==> images/clock_map.png <==
Scale bar: 20 um.
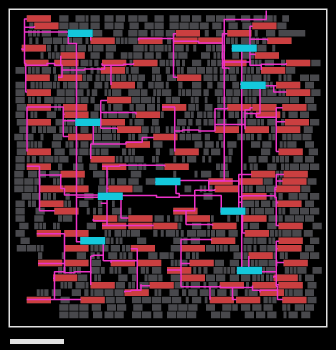
==> images/final_clocks.png <==
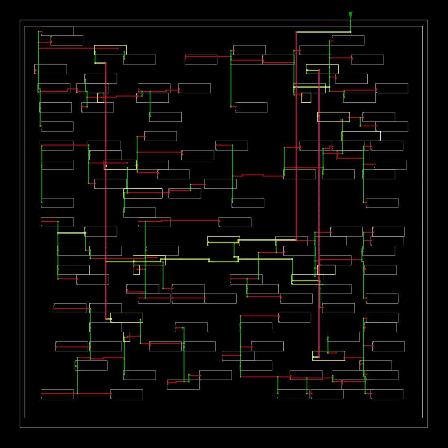
==> images/metal_stack.png <==
Scale bar: 20 um. Only two layers are drawn.
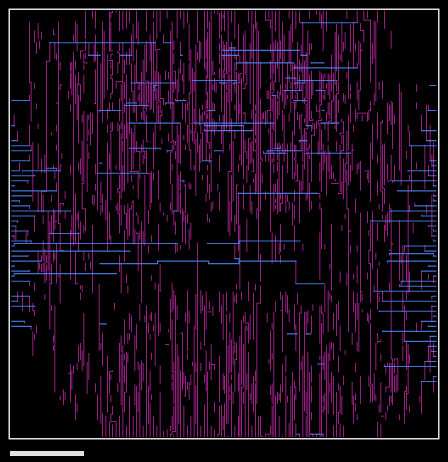
==> images/cell_classes.png <==
Fill, decap, tap and diode cells in grey.
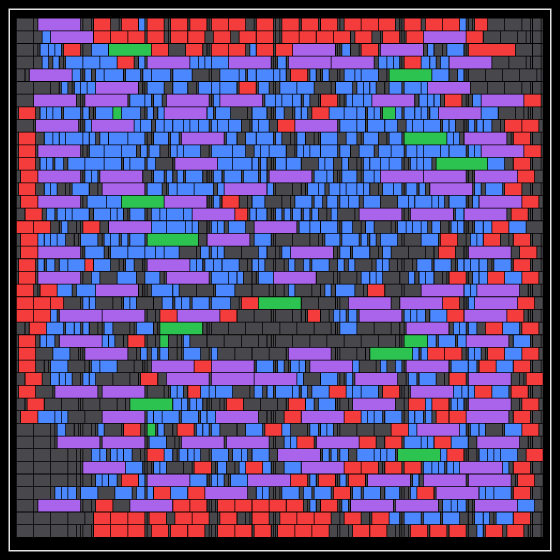
### src/rtl/pipe_pkg.sv
// Shared constants and types for the fetch stage and the IF/ID and ID/EX boundary.
package pipe_pkg;
  localparam logic [31:0] NOP_INST         = 32'h0000_0000;
  localparam logic [31:0] DEFAULT_RESET_PC = 32'h0000_0000;

  localparam logic [5:0] OP_LW   = 6'b100011;
  localparam logic [5:0] OP_XORI = 6'b001110;

  localparam int OP_MSB = 31;
  localparam int OP_LSB = 26;
  localparam int RS_MSB = 25;
  localparam int RS_LSB = 21;
  localparam int RT_MSB = 20;
  localparam int RT_LSB = 16;

  typedef struct packed {
    logic [31:0] inst;
    logic [31:0] pc4;
    logic        valid;
  } ifid_t;

  localparam ifid_t IFID_NOP = '{inst: NOP_INST, pc4: 32'h0, valid: 1'b0};
endpackage

### src/rtl/fetch_stage_if.sv
// Instruction-memory port: the fetch stage drives the address, memory answers combinationally.
interface fetch_stage_if;
  logic [31:0] imem_addr;
  logic [31:0] imem_rdata;

  modport master (output imem_addr, input  imem_rdata);
  modport slave  (input  imem_addr, output imem_rdata);
endinterface

### src/rtl/pipe_reg.sv
// Generic pipeline register: async active-low reset, load enable, synchronous flush (flush beats load).
module pipe_reg #(
  parameter int           W       = 32,
  parameter logic [W-1:0] RST_VAL = '0
) (
  input  logic         clk,
  input  logic         reset_n,
  input  logic         load,
  input  logic         flush,
  input  logic [W-1:0] flush_val,
  input  logic [W-1:0] d,
  output logic [W-1:0] q
);
  always_ff @(posedge clk or negedge reset_n) begin
    if (!reset_n)   q <= RST_VAL;
    else if (flush) q <= flush_val;
    else if (load)  q <= d;
  end
endmodule

### src/rtl/fetch_stage.sv
// Fetch stage with IF/ID and ID/EX registers, driven by the load-use hazard controls.
// Optional FETCH_PERF_CNT_EN adds saturating stall_cnt / flush_cnt ports.
module fetch_stage
  import pipe_pkg::*;
#(
  parameter logic [31:0] RESET_PC    = DEFAULT_RESET_PC,
  parameter int          CTRL_W      = 10,
  parameter int          MEMREAD_BIT = 3
) (
  input  logic              clk,
  input  logic              reset_n,
  input  logic              PC_WriteEn,
  input  logic              IFID_WriteEn,
  input  logic              Stall_flush,
  input  logic              branch_taken,
  input  logic [31:0]       branch_target,
  fetch_stage_if.master     imem,
  input  logic [CTRL_W-1:0] id_ctrl,
  output logic [31:0]       id_inst,
  output logic [31:0]       id_pc4,
  output logic              id_valid,
  output logic [5:0]        ID_Op,
  output logic [4:0]        ID_rs,
  output logic [4:0]        ID_rt,
  output logic [CTRL_W-1:0] idex_ctrl,
  output logic [4:0]        EX_rt,
  output logic              EX_MemRead
`ifdef FETCH_PERF_CNT_EN
  ,
  output logic [31:0]       stall_cnt,
  output logic [31:0]       flush_cnt
`endif
);
  logic [31:0] pc_q, pc4, pc_d;
  ifid_t       ifid_d, ifid_q;
  logic        ifid_flush, idex_bubble;

  // A stalled PC ignores branch_taken; the branch re-resolves once the stall lifts.
  assign pc4  = pc_q + 32'd4;
  assign pc_d = branch_taken ? branch_target : pc4;

  pipe_reg #(.W(32), .RST_VAL(RESET_PC)) u_pc (
    .clk, .reset_n, .load(PC_WriteEn), .flush(1'b0), .flush_val('0),
    .d(pc_d), .q(pc_q)
  );

  assign imem.imem_addr = pc_q;

  assign ifid_flush = IFID_WriteEn & branch_taken;
  assign ifid_d     = '{inst: imem.imem_rdata, pc4: pc4, valid: 1'b1};

  pipe_reg #(.W($bits(ifid_t)), .RST_VAL(IFID_NOP)) u_ifid (
    .clk, .reset_n, .load(IFID_WriteEn), .flush(ifid_flush), .flush_val(IFID_NOP),
    .d(ifid_d), .q(ifid_q)
  );

  assign id_inst  = ifid_q.inst;
  assign id_pc4   = ifid_q.pc4;
  assign id_valid = ifid_q.valid;
  assign ID_Op    = id_inst[OP_MSB:OP_LSB];
  assign ID_rs    = id_inst[RS_MSB:RS_LSB];
  assign ID_rt    = id_inst[RT_MSB:RT_LSB];

  // ID/EX loads every edge; a bubble is just a zeroed control word.
  assign idex_bubble = Stall_flush | ~id_valid;

  pipe_reg #(.W(CTRL_W), .RST_VAL('0)) u_idex_ctrl (
    .clk, .reset_n, .load(1'b1), .flush(idex_bubble), .flush_val('0),
    .d(id_ctrl), .q(idex_ctrl)
  );

  pipe_reg #(.W(5), .RST_VAL('0)) u_idex_rt (
    .clk, .reset_n, .load(1'b1), .flush(1'b0), .flush_val('0),
    .d(ID_rt), .q(EX_rt)
  );

  assign EX_MemRead = idex_ctrl[MEMREAD_BIT];

`ifdef FETCH_PERF_CNT_EN
  always_ff @(posedge clk or negedge reset_n) begin
    if (!reset_n) begin
      stall_cnt <= '0;
      flush_cnt <= '0;
    end else begin
      if (Stall_flush && stall_cnt != 32'hFFFF_FFFF) stall_cnt <= stall_cnt + 32'd1;
      if (ifid_flush  && flush_cnt != 32'hFFFF_FFFF) flush_cnt <= flush_cnt + 32'd1;
    end
  end
`else
  // Counters compiled out; datapath is unchanged.
`endif
endmodule
### src/flat_wrapper.sv
// flat-port wrapper written by rule: the top's interface ports become plain ports
module fetch_stage_flat import pipe_pkg::*;
#(
  parameter logic [31:0] RESET_PC    = DEFAULT_RESET_PC,
  parameter int          CTRL_W      = 10,
  parameter int          MEMREAD_BIT = 3
)
  (clk, reset_n, PC_WriteEn, IFID_WriteEn, Stall_flush, branch_taken, branch_target, id_ctrl, id_inst, id_pc4, id_valid, ID_Op, ID_rs, ID_rt, idex_ctrl, EX_rt, EX_MemRead, imem_imem_addr, imem_imem_rdata);
  fetch_stage_if imem_i ();
  input  logic clk;
  input  logic reset_n;
  input  logic PC_WriteEn;
  input  logic IFID_WriteEn;
  input  logic Stall_flush;
  input  logic branch_taken;
  input  logic [31:0] branch_target;
  input  logic [CTRL_W-1:0] id_ctrl;
  output logic [31:0] id_inst;
  output logic [31:0] id_pc4;
  output logic id_valid;
  output logic [5:0] ID_Op;
  output logic [4:0] ID_rs;
  output logic [4:0] ID_rt;
  output logic [CTRL_W-1:0] idex_ctrl;
  output logic [4:0] EX_rt;
  output logic EX_MemRead;
  output wire logic [$bits(imem_i.imem_addr)-1:0] imem_imem_addr;
  input wire logic [$bits(imem_i.imem_rdata)-1:0] imem_imem_rdata;
  assign imem_imem_addr = imem_i.imem_addr;
  assign imem_i.imem_rdata = imem_imem_rdata;
  fetch_stage #(.RESET_PC(RESET_PC), .CTRL_W(CTRL_W), .MEMREAD_BIT(MEMREAD_BIT)) u_core (.clk(clk), .reset_n(reset_n), .PC_WriteEn(PC_WriteEn), .IFID_WriteEn(IFID_WriteEn), .Stall_flush(Stall_flush), .branch_taken(branch_taken), .branch_target(branch_target), .imem(imem_i), .id_ctrl(id_ctrl), .id_inst(id_inst), .id_pc4(id_pc4), .id_valid(id_valid), .ID_Op(ID_Op), .ID_rs(ID_rs), .ID_rt(ID_rt), .idex_ctrl(idex_ctrl), .EX_rt(EX_rt), .EX_MemRead(EX_MemRead));
endmodule
### config.mk
export PLATFORM = sky130hd
export DESIGN_NAME = fetch_stage_flat
export DESIGN_NICKNAME = d
export VERILOG_FILES = /design/src/rtl/pipe_pkg.sv /design/src/rtl/fetch_stage_if.sv /design/src/rtl/pipe_reg.sv /design/src/rtl/fetch_stage.sv /design/src/flat_wrapper.sv
export SDC_FILE = /design/constraint.sdc
export NUM_CORES = 1
export LEC_CHECK = 0
export CAP_MARGIN = 25
export CORE_MARGIN = 1
export CORE_UTILIZATION = 50
export DETAILED_ROUTE_END_ITERATION = 12
export HOLD_SLACK_MARGIN = 0.03
export PLACE_DENSITY = 0.86
export SYNTH_ARGS = -nofsm -noshare
export SYNTH_HDL_FRONTEND = slang
export SYNTH_HIERARCHICAL = 1
export SYNTH_SLANG_ARGS = --single-unit
### constraint.sdc
create_clock -name clk -period 5.7 [get_ports clk]
set_clock_uncertainty 0.2 [all_clocks]
set_input_delay 1.14 -clock clk [delete_from_list [all_inputs] [get_ports clk]]
set_output_delay 1.14 -clock clk [all_outputs]
set_load 0.02 [all_outputs]
==> flow_summary_export.csv <==
group,metric,value,unit
final_layout,areaGrowthSynthToFinish,40.13,%
synthesis,enable_flop_cells,0,
final_layout,nMultiInputCombCells,611,
final_layout,n_all_inverters,5,
setup_path,crit_end,"u_core/u_pc/q[15]$_DFFE_PN0P_",
placed_design,place_ws,1.777,ns
setup_path,ff2ff_path_depth,6,
final_layout,antenna_cells,0,
final_layout,seq-cell-share,0.3078,
final_timing,report.final.setup_viol,0,
detailed_routing,wire_per_inst,14.51,um
die,die_h,116.0,um
final_layout,largestClassByArea,"combinational gates",
grt,met1_usage,0.3271,
final_timing,fin_ws,2.148,ns
setup_path,cp-startpoint,"branch_taken",
die,io_pins,209,
final_timing,whs,0.3554,ns
die,core_area,12620,um2
setup_path,reg2reg_from,"u_core/u_pc/q[6]$_DFFE_PN0P_",
synthesis,top_cells_by_area,"dfrtp_1 (43%), mux2i_1 (17%), o21ai_1 (8.2%), nand2_1 (7.9%), mux2_2 (2.9%)",
final_timing,slew_headroom,0.2864,
grt,grt-busiest-layer,"met2",
synthesis,ys.flops,112,
clock_network,ctsHoldBuffers,0,
final_timing,slew_violations,0,
setup_path,r2r_slack,2.73,ns
setup_path,worstSetupStartpointType,"input pin",
pwr,p_sw_frac,0.3136,
clock_network,cts_tree,"built",
grt,grt_max_degree,98,
clock_network,clkSinkCount,112,
final_timing,finalHoldViolCount,0,
synthesis,ff_type,"dfrtp_1",
placed_design,dp_hpwl,11.59,mm
detailed_routing,drc,0,
die,taps,172,
synthesis,synth_top_cell_by_area,"dfrtp_1",
pwr,power_leader,"sequential cells",
grt,globalRouteOverflowTotal,0,
placed_design,gp_congestion,0.8578,
die,die_w,116.0,um
clock_network,cts_setup_buffers,0,
synthesis,top_cells_by_count,"nand2_1 (136), dfrtp_1 (112), mux2i_1 (112), o21ai_1 (107), buf_2 (22)",
worst_hold_path,hold_path_end,"u_core/u_ifid/q[34]$_DFFE_PN0P_",
setup_path,r2r-end,"u_core/u_pc/q[21]$_DFFE_PN0P_",
pwr,seq_power,983,uW
clock_network,h-tree-depth,3,
final_layout,buffer_area_frac,0.2339,
final_layout,comb_share,0.3973,
final_layout,seq_cells,112,
final_timing,rsz0062_at_grt,"no",
grt,grt_pass1_wl,25.31,mm
final_timing,tightest_slew,1.061,ns
worst_hold_path,holdPathStages,2,
grt,first_global_vias,5040,
worst_hold_path,hold_class,"reg2reg",
pwr,power.leakage,4.028,nW
detailed_routing,met1Wirelength,7.219,mm
final_layout,final_util,0.7215,
synthesis,top_cell_area_share,0.4313,
outcome,status,"completed",
clock_network,cts_root_buf,"clkbuf_16",
grt,groute.layer.met2.usage,0.3913,
detailed_routing,viasPerCell,4.958,
clock_network,clk_latency,0.35,ns
synthesis,synth_warnings,6,
final_layout,register_area,2803,um2
detailed_routing,wl_met3,976,um
final_layout,nFillCells,968,
final_layout,logic_area,3617,um2
grt,gr-usage-all-layers,0.2453,
placed_design,place_inst,1112,
setup_path,required,5.74,ns
final_layout,mostFrequentLayoutCell,"clkdlybuf4s50_1",
synthesis,yosysMostFrequentCell,"nand2_1",
detailed_routing,vias,5598,
synthesis,async_reset_ff_frac,1.000,
pwr,peakVddDrop,0.0001428,V
About clock_map.png:
Key: magenta = clock wires [length 1380 um]; cyan = cells driving clock nets [count 9]; red = flip-flops [count 112]
There are 10 routed clock nets. Position of the flops: widely spread.

About final_clocks.png:
clock buffer count: 10
Clock group: 686 uW

About metal_stack.png:
Key: blue = met3 [wire length 976 um]; magenta = met2 [wire length 7780 um]

About cell_classes.png:
Key: blue = all other logic [cells 616, share of their area 41%]; purple = flip-flops [cells 112, share of their area 32%]; green = clock drivers and dummy loads [cells 16, share of their area 3.6%]; red = other buffers and delay cells [cells 213, share of their area 24%]

-- cell families (layout without fill, tap and decap cells) --
family	after synthesis	after routing	share of synthesized area
AND-OR/OR-AND	137	137	0.1152
XOR/XNOR	18	18	0.02426
adder cells (fa/ha/maj)	1	1	0.001925
buffers and inverters	68	234	0.07876
flip-flops	112	112	0.4314
multiplexers	129	129	0.2020
other	2	117	0.001156
AND/OR/NAND/NOR	209	209	0.1454
-- critical path, stage by stage --
cell and delay (ns):
clkdlybuf4s50_1 0.88, clkinv_1 0.63, buf_4 0.40, mux2_2 0.30, mux2i_1 0.15, o21ai_1 0.08
-- flip-flops by register name, indices dropped and copies added, names as in the netlist --
name,cells
u_core/u_pc/q,32
u_core/u_idex_ctrl/q,10
u_core/u_ifid/q,65
u_core/u_idex_rt/q,5
Power figures rest on the tool's default switching activity, not on a simulated workload.
